File: src/rtl/arb_mux_nch.sv
// arb_mux_nch: NCH input streams, each buffered in its own sync FIFO, merged round-robin onto one
//   valid/ready output stream with a channel-ID tag on every beat.
// Latency: a write at edge k into an idle block shows o_DataValid_D=1 after edge k+1.
// Backpressure: o_Full[c] per channel, and writes to a full channel are dropped. A stalled output
//   (valid & !ready) holds its data, ID and arbiter pointer.
// Optional feature macro: ARB_DROP_CNT_EN adds saturating per-channel drop counters on o_DropCnt.

// Single-clock FIFO with a combinational head read. The caller gates push with !full and pop with !empty.
// full is registered from the next-state count, so it reflects the state before each edge.
module arb_mux_nch_fifo #(
    parameter int WIDTH = 64,
    parameter int DEPTH = 8
) (
    input  logic             clk,
    input  logic             rst_n,
    input  logic             push,
    input  logic             pop,
    input  logic [WIDTH-1:0] wdat,
    output logic [WIDTH-1:0] rdat,
    output logic             empty,
    output logic             full
);
    localparam int AW = $clog2(DEPTH);
    localparam logic [AW:0] ONE      = 1;
    localparam logic [AW:0] FULL_CNT = (AW+1)'(DEPTH);

    logic [WIDTH-1:0] mem [DEPTH];
    logic [AW:0]      wr_ptr;
    logic [AW:0]      rd_ptr;
    logic [AW:0]      cnt;
    logic [AW:0]      cnt_next;

    // The extra pointer bit makes the occupancy 0..DEPTH unambiguous across wrap-around.
    assign cnt   = wr_ptr - rd_ptr;
    assign empty = (cnt == '0);
    assign rdat  = mem[rd_ptr[AW-1:0]];

    // Next occupancy. A simultaneous push and pop leaves the count unchanged.
    always_comb begin
        cnt_next = cnt;
        if (push && !pop) begin
            cnt_next = cnt + ONE;
        end else if (!push && pop) begin
            cnt_next = cnt - ONE;
        end
    end

    // Pointers and registered full flag.
    always_ff @(posedge clk or negedge rst_n) begin
        if (!rst_n) begin
            wr_ptr <= '0;
            rd_ptr <= '0;
            full   <= 1'b0;
        end else begin
            if (push) begin
                wr_ptr <= wr_ptr + ONE;
            end
            if (pop) begin
                rd_ptr <= rd_ptr + ONE;
            end
            full <= (cnt_next == FULL_CNT);
        end
    end

    // Storage has no reset. Only entries that were written are ever read.
    always_ff @(posedge clk) begin
        if (push) begin
            mem[wr_ptr[AW-1:0]] <= wdat;
        end
    end
endmodule

module arb_mux_nch #(
    parameter int NCH   = 3,
    parameter int WIDTH = 64,
    parameter int DEPTH = 8,
    parameter int CNT_W = 16,
    localparam int ID_W = (NCH > 1) ? $clog2(NCH) : 1
) (
    input  logic                 CLK,
    input  logic                 ASynReset_N,
    input  logic [NCH-1:0]       i_DataValid,
    input  logic [NCH*WIDTH-1:0] i_DataIn,
    output logic [NCH-1:0]       o_Full,
    output logic                 o_DataValid_D,
    output logic [WIDTH-1:0]     o_DataOut_D,
    output logic [ID_W-1:0]      o_ChanId_D,
    input  logic                 i_DataReady_D
`ifdef ARB_DROP_CNT_EN
    ,
    output logic [NCH*CNT_W-1:0] o_DropCnt
`endif
);
    // Reject parameter sets the datapath cannot support.
    if (NCH < 2 || NCH > 16 || DEPTH < 2 || (DEPTH & (DEPTH - 1)) != 0 || CNT_W < 1) begin : g_bad_param
        $error("arb_mux_nch: illegal parameter set");
    end

    logic             rst_n;
    logic [1:0]       rst_sync;
    logic [NCH-1:0]   push;
    logic [NCH-1:0]   pop;
    logic [NCH-1:0]   empty;
    logic [WIDTH-1:0] head [NCH];
    logic             ld;
    logic [ID_W-1:0]  grant;
    logic [ID_W-1:0]  ptr;
    logic             found;
    int               idx;

    // RstGen: assertion is asynchronous and immediate. Release is aligned to CLK after two flops.
    always_ff @(posedge CLK or negedge ASynReset_N) begin
        if (!ASynReset_N) begin
            rst_sync <= 2'b00;
        end else begin
            rst_sync <= {rst_sync[0], 1'b1};
        end
    end
    assign rst_n = rst_sync[1];

    // One FIFO per channel. The write is accepted only if that channel was not full before the edge.
    for (genvar c = 0; c < NCH; c++) begin : g_ch
        assign push[c] = i_DataValid[c] & ~o_Full[c];
        assign pop[c]  = ld && (grant == ID_W'(c));

        arb_mux_nch_fifo #(
            .WIDTH (WIDTH),
            .DEPTH (DEPTH)
        ) u_fifo (
            .clk   (CLK),
            .rst_n (rst_n),
            .push  (push[c]),
            .pop   (pop[c]),
            .wdat  (i_DataIn[c*WIDTH +: WIDTH]),
            .rdat  (head[c]),
            .empty (empty[c]),
            .full  (o_Full[c])
        );
    end

    // Load when the output register is free (or is being drained this cycle) and some channel has data.
    assign ld = (!o_DataValid_D || i_DataReady_D) && !(&empty);

    // Round-robin search. Start just after the last grant, wrap mod NCH, and take the first non-empty channel.
    always_comb begin
        grant = ptr;
        found = 1'b0;
        idx   = 0;
        for (int i = 1; i <= NCH; i++) begin
            idx = int'(ptr) + i;
            if (idx >= NCH) begin
                idx = idx - NCH;
            end
            if (!found && !empty[ID_W'(idx)]) begin
                found = 1'b1;
                grant = ID_W'(idx);
            end
        end
    end

    // Output register and arbiter pointer. Both advance only on a load, so a stall freezes everything.
    always_ff @(posedge CLK or negedge rst_n) begin
        if (!rst_n) begin
            o_DataValid_D <= 1'b0;
            o_DataOut_D   <= '0;
            o_ChanId_D    <= '0;
            ptr           <= ID_W'(NCH - 1);
        end else if (ld) begin
            o_DataValid_D <= 1'b1;
            o_DataOut_D   <= head[grant];
            o_ChanId_D    <= grant;
            ptr           <= grant;
        end else if (i_DataReady_D) begin
            o_DataValid_D <= 1'b0;
        end
    end

`ifdef ARB_DROP_CNT_EN
    // Per-channel count of writes lost to a full FIFO. The counter saturates and is cleared only by reset.
    for (genvar c = 0; c < NCH; c++) begin : g_drop
        logic [CNT_W-1:0] drop_cnt;

        // Count a dropped write unless the counter is already at its maximum.
        always_ff @(posedge CLK or negedge rst_n) begin
            if (!rst_n) begin
                drop_cnt <= '0;
            end else if (i_DataValid[c] && o_Full[c] && (drop_cnt != '1)) begin
                drop_cnt <= drop_cnt + CNT_W'(1);
            end
        end
        assign o_DropCnt[c*CNT_W +: CNT_W] = drop_cnt;
    end
`else
    // Without drop counters, writes to a full channel are discarded silently.
`endif
endmodule

File: config.mk
export PLATFORM = sky130hd
export DESIGN_NAME = arb_mux_nch
export DESIGN_NICKNAME = d
export VERILOG_FILES = /design/src/rtl/arb_mux_nch.sv
export SDC_FILE = /design/constraint.sdc
export NUM_CORES = 2
export LEC_CHECK = 0
export CORE_MARGIN = 10
export CORE_UTILIZATION = 40
export CTS_CLUSTER_SIZE = 24
export DETAILED_ROUTE_END_ITERATION = 7
export HOLD_SLACK_MARGIN = 0.03
export SKIP_CTS_REPAIR_TIMING = 1
export SYNTH_ARGS = -nofsm -noshare
export SYNTH_HDL_FRONTEND = slang
export SYNTH_SLANG_ARGS = --single-unit
File: constraint.sdc
create_clock -name CLK -period 3.2 [get_ports CLK]
set_input_delay 0.64 -clock CLK [delete_from_list [all_inputs] [get_ports CLK]]
set_output_delay 0.64 -clock CLK [all_outputs]
set_load 0.02 [all_outputs]
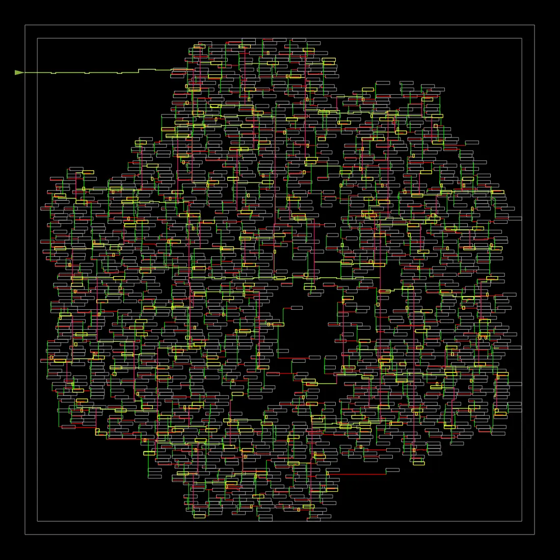
*The clock network*
seq_cells: 1633
cts bufs inserted: 170
clk sinks: 1633
CLK BUF: 213

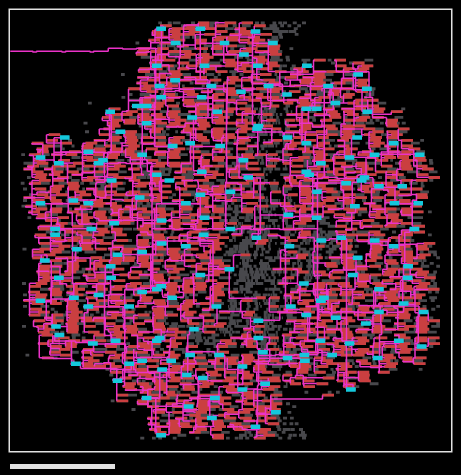
*Clock network drawn from the DEF*
Bar = 100 um.
[red] flip-flops | count: 1633
[cyan] clock drivers | count: 170
[magenta] clock wires | length: 18700 um
flops lie: spread over the die

==> flow_summary.toml <==
# physical design summary
[outcome]
status = "complete, but fails checks"
violations = "negative setup slack"

[pwr]
power_combinational_w = 0.0310
switching_share = 0.3426
power.density_mw_per_mm2 = 1009

[yosys]
syn_inst = 2967
ys_warn_count = 0
syn-cell-area_mm2 = 0.06365
synth.net_count = 3195

[routing]
routed_wl_mm = 165.4
vias_per_cell = 5.497
vias = 31670

[finish]
clock_area_frac = 0.06926
n_antenna_cell = 7
ff_latch_area_mm2 = 0.04858
layout_top_cell = "edfxtp_1"
logic_gate_count = 1134

[floorplan]
fp-utilization = 0.4023
die_w_um = 418.9
rows = 146

[hold_path]
hold_path_depth = 0
min_from = "rst_sync[0]"

[placed_design]
io_buffers = 267
gp_congestion = 0.8551
place_area_mm2 = 0.07156
dp_slack_ps = -69.77

[worst_setup_path]
worstSetupPathType = "reg2reg"
start_kind = "flip-flop"
r2r_cells = 12
crit_arrival_ps = 3990

[grt]
antenna_found_initial = 59
grt_pass1_wl_mm = 237.1

[run]
tool_warnings = 47

[final_timing]
period_used_share = 1.029
finalHoldViolCount = 0
worst_slack_ps = -91.77
setup_viol = 65
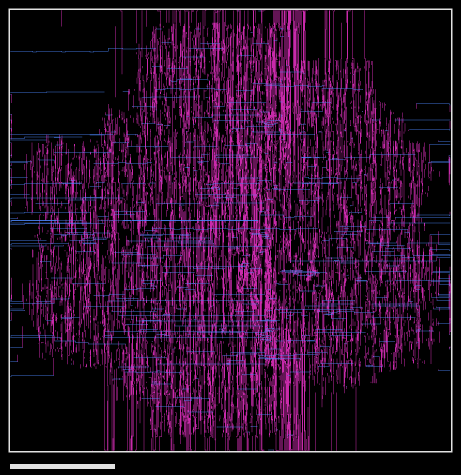
*Signal wires by layer*
Bar = 100 um. Two of the layers only.
| colour | layer | wire length |
|---|---|---|
| magenta | metal 2 | 80.3 mm |
| blue | metal 3 | 9850 um |

